**src/rtl/imem_loader_if.sv**
```systemverilog
// Byte-stream handshake and instruction-memory write port of the program loader.
interface imem_loader_if #(
    parameter int PC_SIZE = 32
) ();
    logic [7:0]         in_data;
    logic               in_valid;
    logic               in_ready;
    logic               mem_we;
    logic [PC_SIZE-1:0] mem_addr;
    logic [31:0]        mem_wdata;

    // Host/memory side: supplies bytes, observes the write port.
    modport master (
        output in_data, in_valid,
        input  in_ready, mem_we, mem_addr, mem_wdata
    );

    // Loader side: consumes bytes, drives the write port.
    modport slave (
        input  in_data, in_valid,
        output in_ready, mem_we, mem_addr, mem_wdata
    );
endinterface

```
**src/rtl/imem_loader.sv**
```systemverilog
// Instruction-memory program loader: takes a 16-bit little-endian word count
// followed by the program bytes, packs them into 32-bit little-endian words
// and writes them to consecutive word addresses from 0 while holding the CPU.
//
// state  | meaning
// IDLE   | after reset, waiting for start
// LEN_LO | waiting for word-count low byte
// LEN_HI | waiting for word-count high byte, header checked here
// DATA   | assembling and writing instruction words
// DONE   | load finished, CPU released
// ERROR  | header rejected (count too large), CPU still held
module imem_loader #(
    parameter int PC_SIZE   = 32,
    parameter int MEM_SIZE  = 1024,
    parameter int LEN_WIDTH = 16
) (
    input  logic           clk,
    input  logic           reset,
    input  logic           start,
    imem_loader_if.slave   bus,
    output logic           cpu_hold,
    output logic           done,
    output logic           error
);
    typedef enum logic [2:0] {
        IDLE, LEN_LO, LEN_HI, DATA, DONE, ERROR
    } state_t;

    localparam logic [LEN_WIDTH:0] MAX_N = (LEN_WIDTH + 1)'(MEM_SIZE);

    state_t                 state, state_nx;
    logic [LEN_WIDTH-1:0]   n_len, n_nx;
    logic [LEN_WIDTH-1:0]   word_cnt, word_nx, word_inc;
    logic [1:0]             byte_cnt, byte_nx;
    logic [31:0]            shift, shift_nx;
    logic                   we_r, we_nx;
    logic [PC_SIZE-1:0]     addr_r, addr_nx;
    logic [31:0]            wdata_r, wdata_nx;
    logic                   rdy_r, rdy_nx;
    logic                   hold_r, hold_nx;
    logic                   done_r, done_nx;
    logic                   err_r, err_nx;
    logic                   xfer;
    logic [LEN_WIDTH-1:0]   hdr_len;

    assign xfer     = bus.in_valid && rdy_r;
    assign hdr_len  = {bus.in_data, n_len[7:0]};
    assign word_inc = word_cnt + LEN_WIDTH'(1);

    assign bus.in_ready  = rdy_r;
    assign bus.mem_we    = we_r;
    assign bus.mem_addr  = addr_r;
    assign bus.mem_wdata = wdata_r;
    assign cpu_hold      = hold_r;
    assign done          = done_r;
    assign error         = err_r;

    // State and registered outputs; synchronous reset clears everything.
    always_ff @(posedge clk) begin
        if (reset) begin
            state    <= IDLE;
            n_len    <= '0;
            word_cnt <= '0;
            byte_cnt <= '0;
            shift    <= '0;
            we_r     <= 1'b0;
            addr_r   <= '0;
            wdata_r  <= '0;
            rdy_r    <= 1'b0;
            hold_r   <= 1'b0;
            done_r   <= 1'b0;
            err_r    <= 1'b0;
        end else begin
            state    <= state_nx;
            n_len    <= n_nx;
            word_cnt <= word_nx;
            byte_cnt <= byte_nx;
            shift    <= shift_nx;
            we_r     <= we_nx;
            addr_r   <= addr_nx;
            wdata_r  <= wdata_nx;
            rdy_r    <= rdy_nx;
            hold_r   <= hold_nx;
            done_r   <= done_nx;
            err_r    <= err_nx;
        end
    end

    // Next-state and next-output decode.
    always_comb begin
        state_nx = state;
        n_nx     = n_len;
        word_nx  = word_cnt;
        byte_nx  = byte_cnt;
        shift_nx = shift;
        we_nx    = 1'b0;
        addr_nx  = addr_r;
        wdata_nx = wdata_r;
        rdy_nx   = rdy_r;
        hold_nx  = hold_r;
        done_nx  = done_r;
        err_nx   = err_r;

        case (state)
            IDLE, DONE, ERROR: begin
                if (start) begin
                    state_nx = LEN_LO;
                    hold_nx  = 1'b1;
                    done_nx  = 1'b0;
                    err_nx   = 1'b0;
                    addr_nx  = '0;
                    n_nx     = '0;
                    word_nx  = '0;
                    byte_nx  = '0;
                    rdy_nx   = 1'b1;
                end
            end
            LEN_LO: begin
                if (xfer) begin
                    n_nx[7:0] = bus.in_data;
                    state_nx  = LEN_HI;
                end
            end
            LEN_HI: begin
                if (xfer) begin
                    n_nx = hdr_len;
                    if (hdr_len == '0) begin
                        state_nx = DONE;
                        done_nx  = 1'b1;
                        hold_nx  = 1'b0;
                        rdy_nx   = 1'b0;
                    end else if ({1'b0, hdr_len} > MAX_N) begin
                        state_nx = ERROR;
                        err_nx   = 1'b1;
                        rdy_nx   = 1'b0;
                    end else begin
                        state_nx = DATA;
                    end
                end
            end
            DATA: begin
                // Strobe cycle: either finish or advance to the next word index.
                if (we_r) begin
                    if (word_cnt == n_len) begin
                        state_nx = DONE;
                        done_nx  = 1'b1;
                        hold_nx  = 1'b0;
                        rdy_nx   = 1'b0;
                    end else begin
                        addr_nx = addr_r + PC_SIZE'(1);
                    end
                end
                if (xfer) begin
                    shift_nx[{byte_cnt, 3'b000} +: 8] = bus.in_data;
                    byte_nx = byte_cnt + 2'd1;
                    if (byte_cnt == 2'd3) begin
                        we_nx    = 1'b1;
                        wdata_nx = {bus.in_data, shift[23:0]};
                        word_nx  = word_inc;
                        // No byte may be taken during the final strobe.
                        if (word_inc == n_len) begin
                            rdy_nx = 1'b0;
                        end
                    end
                end
            end
            default: state_nx = IDLE;
        endcase
    end
endmodule

```
**src/flat_wrapper.sv**
```systemverilog
// flat-port wrapper written by rule: the top's interface ports become plain ports
module imem_loader_flat 
#(
    parameter int PC_SIZE   = 32,
    parameter int MEM_SIZE  = 1024,
    parameter int LEN_WIDTH = 16
)
  (clk, reset, start, cpu_hold, done, error, bus_in_data, bus_in_valid, bus_in_ready, bus_mem_we, bus_mem_addr, bus_mem_wdata);
  imem_loader_if #(.PC_SIZE(PC_SIZE)) bus_i ();
  input  logic clk;
  input  logic reset;
  input  logic start;
  output logic cpu_hold;
  output logic done;
  output logic error;
  input wire logic [$bits(bus_i.in_data)-1:0] bus_in_data;
  input wire logic [$bits(bus_i.in_valid)-1:0] bus_in_valid;
  output wire logic [$bits(bus_i.in_ready)-1:0] bus_in_ready;
  output wire logic [$bits(bus_i.mem_we)-1:0] bus_mem_we;
  output wire logic [$bits(bus_i.mem_addr)-1:0] bus_mem_addr;
  output wire logic [$bits(bus_i.mem_wdata)-1:0] bus_mem_wdata;
  assign bus_i.in_data = bus_in_data;
  assign bus_i.in_valid = bus_in_valid;
  assign bus_in_ready = bus_i.in_ready;
  assign bus_mem_we = bus_i.mem_we;
  assign bus_mem_addr = bus_i.mem_addr;
  assign bus_mem_wdata = bus_i.mem_wdata;
  imem_loader #(.PC_SIZE(PC_SIZE), .MEM_SIZE(MEM_SIZE), .LEN_WIDTH(LEN_WIDTH)) u_core (.clk(clk), .reset(reset), .start(start), .bus(bus_i), .cpu_hold(cpu_hold), .done(done), .error(error));
endmodule
```
**config.mk**
```make
export PLATFORM = sky130hd
export DESIGN_NAME = imem_loader_flat
export DESIGN_NICKNAME = d
export VERILOG_FILES = /design/src/rtl/imem_loader_if.sv /design/src/rtl/imem_loader.sv /design/src/flat_wrapper.sv
export SDC_FILE = /design/constraint.sdc
export NUM_CORES = 1
export LEC_CHECK = 0
export CAP_MARGIN = 40
export CORE_ASPECT_RATIO = 1.75
export CORE_MARGIN = 2
export CORE_UTILIZATION = 45
export DETAILED_ROUTE_END_ITERATION = 12
export MAX_ROUTING_LAYER = met4
export PLACE_DENSITY = 0.76
export SYNTH_ARGS = -nofsm -noshare
export SYNTH_HDL_FRONTEND = slang
export SYNTH_SLANG_ARGS = --single-unit
```
**constraint.sdc**
```tcl
create_clock -name clk -period 5.7 [get_ports clk]
set_clock_uncertainty 0.1 [all_clocks]
set_input_delay 1.14 -clock clk [delete_from_list [all_inputs] [get_ports clk]]
set_output_delay 1.14 -clock clk [all_outputs]
set_load 0.02 [all_outputs]
```
Fig. 1: cell classes on the final placement
The bar under the picture is 20 um long.
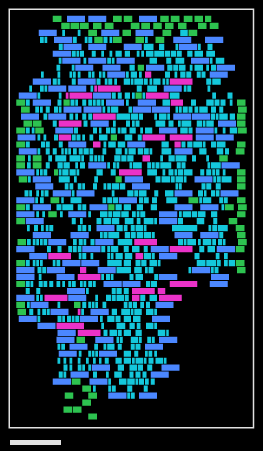
Key: cyan = combinational and other logic [cells 631]; magenta = clock drivers and dummy loads [cells 32]; blue = flops [cells 130]; green = other buffers and delay cells [cells 89]
post-layout instance area: 7900 um2
fraction of area in registers: 32.9%
fraction of the core area covered by cells at the end of the flow: 55.5%
total core area: 14200 um2

Fig. 2: register map, names as in the netlist
The bar under the picture is 20 um long. Other sequential cells in the stronger grey, the rest of the logic in the fainter grey.
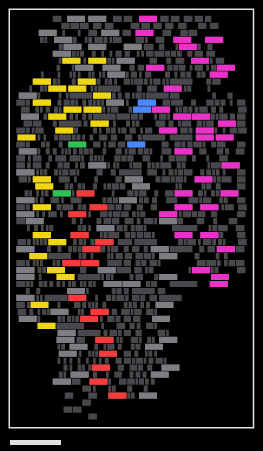
Key: magenta = `u_core.bus.mem_addr` [sequential cells 32]; red = `u_core.n_len` [sequential cells 16]; yellow = `u_core.shift` [sequential cells 24]; green = `u_core.byte_cnt` [sequential cells 2]; blue = `u_core.state` [sequential cells 3]
Another 53 sequential cells are not coloured.
register area: 2600 um2
power dissipated in sequential cells: 987 uW

Fig. 3: gate families picked out
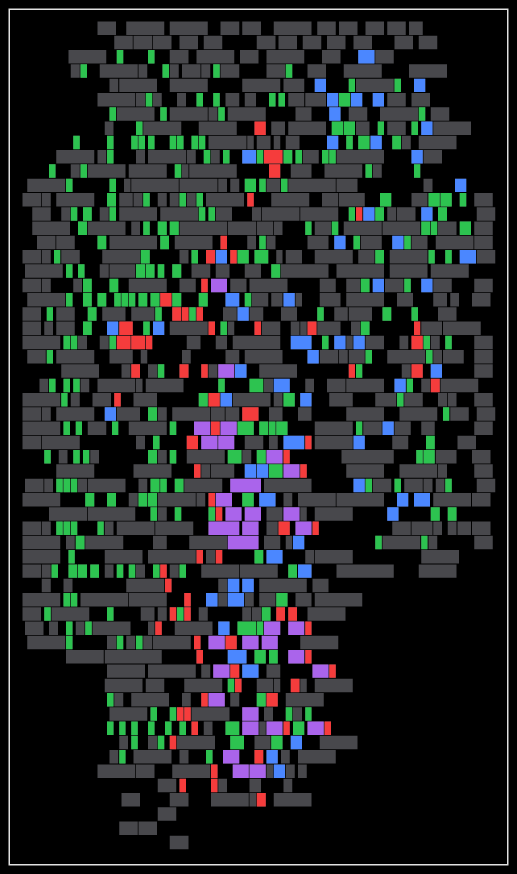
Key: blue = AND and OR gates [cells 60]; purple = XOR/XNOR gates [cells 33]; green = NAND gates [cells 242]; red = NOR gates [cells 73]
non-filler cells, final: 1062
combinational share of cell area: 45.0%
Top cell excl fill/tap: nand2_1

==> impl_metrics.xml <==
<?xml version="1.0" encoding="UTF-8"?>
<metrics>
  <group name="power">
    <metric name="power.share.sequential" unit="%">38.5</metric>
    <metric name="max-vdd-ir-drop" unit="uV">232</metric>
    <metric name="powerComb" unit="uW">491</metric>
    <metric name="p_comb_share" unit="%">19.2</metric>
    <metric name="p_sw_share" unit="%">30.8</metric>
    <metric name="power_top_consumer" unit="">the clock network</metric>
    <metric name="final_total_pwr" unit="uW">2560</metric>
    <metric name="pwr-share-clk" unit="%">42.3</metric>
    <metric name="power_leakage" unit="uW">0.00264</metric>
  </group>
  <group name="setup_path">
    <metric name="r2r-start" unit="">u_core.word_cnt[0]$_SDFFE_PP0P_</metric>
    <metric name="timing.reg2reg.worst_path_depth" unit="">6</metric>
    <metric name="instance_count_on_the_critical_path" unit="">7</metric>
    <metric name="regToRegSetupSlack" unit="ns">2.94</metric>
    <metric name="crit_chain" unit="">clkdlybuf4s50_1 -&gt; inv_1 -&gt; nor3_2 -&gt; buf_4 -&gt; nand3_1 -&gt; a2111o_1 -&gt; o21ai_0</metric>
    <metric name="r2r-end" unit="">u_core.bus.in_ready$_SDFFE_PP0P_</metric>
    <metric name="crit_end" unit="">u_core.bus.mem_addr[30]$_SDFFE_PP0P_</metric>
    <metric name="startpoint_type_of_the_worst_setup_path" unit="">input port</metric>
    <metric name="cpPeakStageDelay" unit="ns">0.54</metric>
    <metric name="timing_worst_setup_path_type" unit="">input port to register</metric>
    <metric name="worst-path-max-fanout" unit="">35</metric>
    <metric name="worst_setup_path_startpoint" unit="">start</metric>
    <metric name="required" unit="ns">5.93</metric>
  </group>
  <group name="synth">
    <metric name="synth.most_common_cell" unit="">nand2_1</metric>
    <metric name="yosys.area.top_type_share" unit="%">40.2</metric>
    <metric name="ys_async_sr_fraction" unit="%">0</metric>
    <metric name="synth.yosys.num_cells" unit="">818</metric>
    <metric name="ys_warn_count" unit="">0</metric>
    <metric name="synth.area.mux_share" unit="%">2.63</metric>
    <metric name="seq_area_frac_synth" unit="%">40.2</metric>
    <metric name="netlist-cell-type-count" unit="">66</metric>
    <metric name="fa_ha_area_share" unit="%">1.51</metric>
    <metric name="synth_xor_xnor_area_share" unit="%">4.82</metric>
    <metric name="area_leaders" unit="">dfxtp_1, nand2_1, a21oi_1, nand3_1, nor2_1</metric>
    <metric name="ys.flop_type" unit="">dfxtp_1</metric>
    <metric name="edf_count" unit="">0</metric>
    <metric name="yosys_register_bits" unit="">130</metric>
  </group>
  <group name="floorplanning">
    <metric name="chipWidth" unit="um">94.6</metric>
    <metric name="dieArea" unit="um2">15400</metric>
    <metric name="tapcell.inserted" unit="">180</metric>
    <metric name="ios" unit="">81</metric>
    <metric name="die_height" unit="um">163</metric>
    <metric name="standard_cell_rows" unit="">58</metric>
  </group>
  <group name="run">
    <metric name="tool_warnings" unit="">30</metric>
    <metric name="timing.max_cap.violations" unit="">0</metric>
  </group>
  <group name="detailed_routing">
    <metric name="met2_wirelength" unit="um">9320</metric>
    <metric name="detailed_routing_wirelength_on_met1" unit="um">6620</metric>
    <metric name="drc" unit="">0</metric>
    <metric name="postRouteAntennaNets" unit="">0</metric>
    <metric name="detail_route.vias_per_cell" unit="">5.77</metric>
    <metric name="dr_wl_met3" unit="um">644</metric>
    <metric name="drtPass1Iterations" unit="">5</metric>
  </group>
  <group name="final_timing">
    <metric name="setup_slack" unit="ns">2.64</metric>
    <metric name="crit_share_post_route" unit="%">53.7</metric>
    <metric name="final.min_clock_period" unit="ns">3.06</metric>
    <metric name="final_hold_viol_count" unit="">0</metric>
    <metric name="max_slew_vio_count" unit="">0</metric>
    <metric name="hold_ws" unit="ns">0.352</metric>
    <metric name="worst_max_slew_pin_slew" unit="ns">0.882</metric>
    <metric name="fmaxAchievable" unit="MHz">327</metric>
    <metric name="timing.final.setup_violations" unit="">0</metric>
  </group>
  <group name="place">
    <metric name="port_buffers" unit="">80</metric>
    <metric name="numPlacedInstances" unit="">1030</metric>
    <metric name="dpl-instance-area" unit="um2">7310</metric>
    <metric name="final_replace_weighted_congestion" unit="">0.953</metric>
    <metric name="pre_cts_slack" unit="ns">2.26</metric>
  </group>
  <group name="status">
    <metric name="result_of_the_run" unit="">complete, no violations</metric>
  </group>
  <group name="final_layout">
    <metric name="clock_tree_area_fraction" unit="%">7.48</metric>
    <metric name="n_diodes" unit="">0</metric>
    <metric name="combGateArea" unit="um2">3550</metric>
    <metric name="n_fill_cell" unit="">1350</metric>
    <metric name="area_delta_synth_final" unit="%">22.2</metric>
    <metric name="layout_cell_share_with_drive_strength_beyond_1" unit="%">6.35</metric>
    <metric name="clock_buffer_count" unit="">22</metric>
    <metric name="most-common-layout-cells" unit="">nand2_1, dfxtp_1, a21oi_1</metric>
    <metric name="design.seq.count" unit="">130</metric>
    <metric name="final_nets" unit="">888</metric>
  </group>
  <group name="clock_network">
    <metric name="clock_latency" unit="ns">0.41</metric>
    <metric name="cts_hold_buf" unit="">0</metric>
    <metric name="cts_root_buffer" unit="">clkbuf_16</metric>
    <metric name="htree_num_levels" unit="">4</metric>
    <metric name="clk_pin_slew" unit="ns">0.06</metric>
    <metric name="clock_sink_total" unit="">130</metric>
    <metric name="cts_tree" unit="">built</metric>
    <metric name="postCtsResizedCells" unit="">0</metric>
  </group>
  <group name="global_routing">
    <metric name="antenna_found_initial" unit="">0</metric>
    <metric name="global_route.overflow_total" unit="">0</metric>
    <metric name="first_global_vias" unit="">5745</metric>
    <metric name="first_pass_grt_wire_length" unit="um">28100</metric>
  </group>
  <group name="min_path">
    <metric name="hold_depth" unit="">2</metric>
    <metric name="hold-path-endpoint" unit="">u_core.shift[1]$_SDFFE_PP0P_</metric>
    <metric name="min_path_type" unit="">register to register</metric>
  </group>
</metrics>
Power figures rest on the tool's default switching activity, not on a simulated workload.
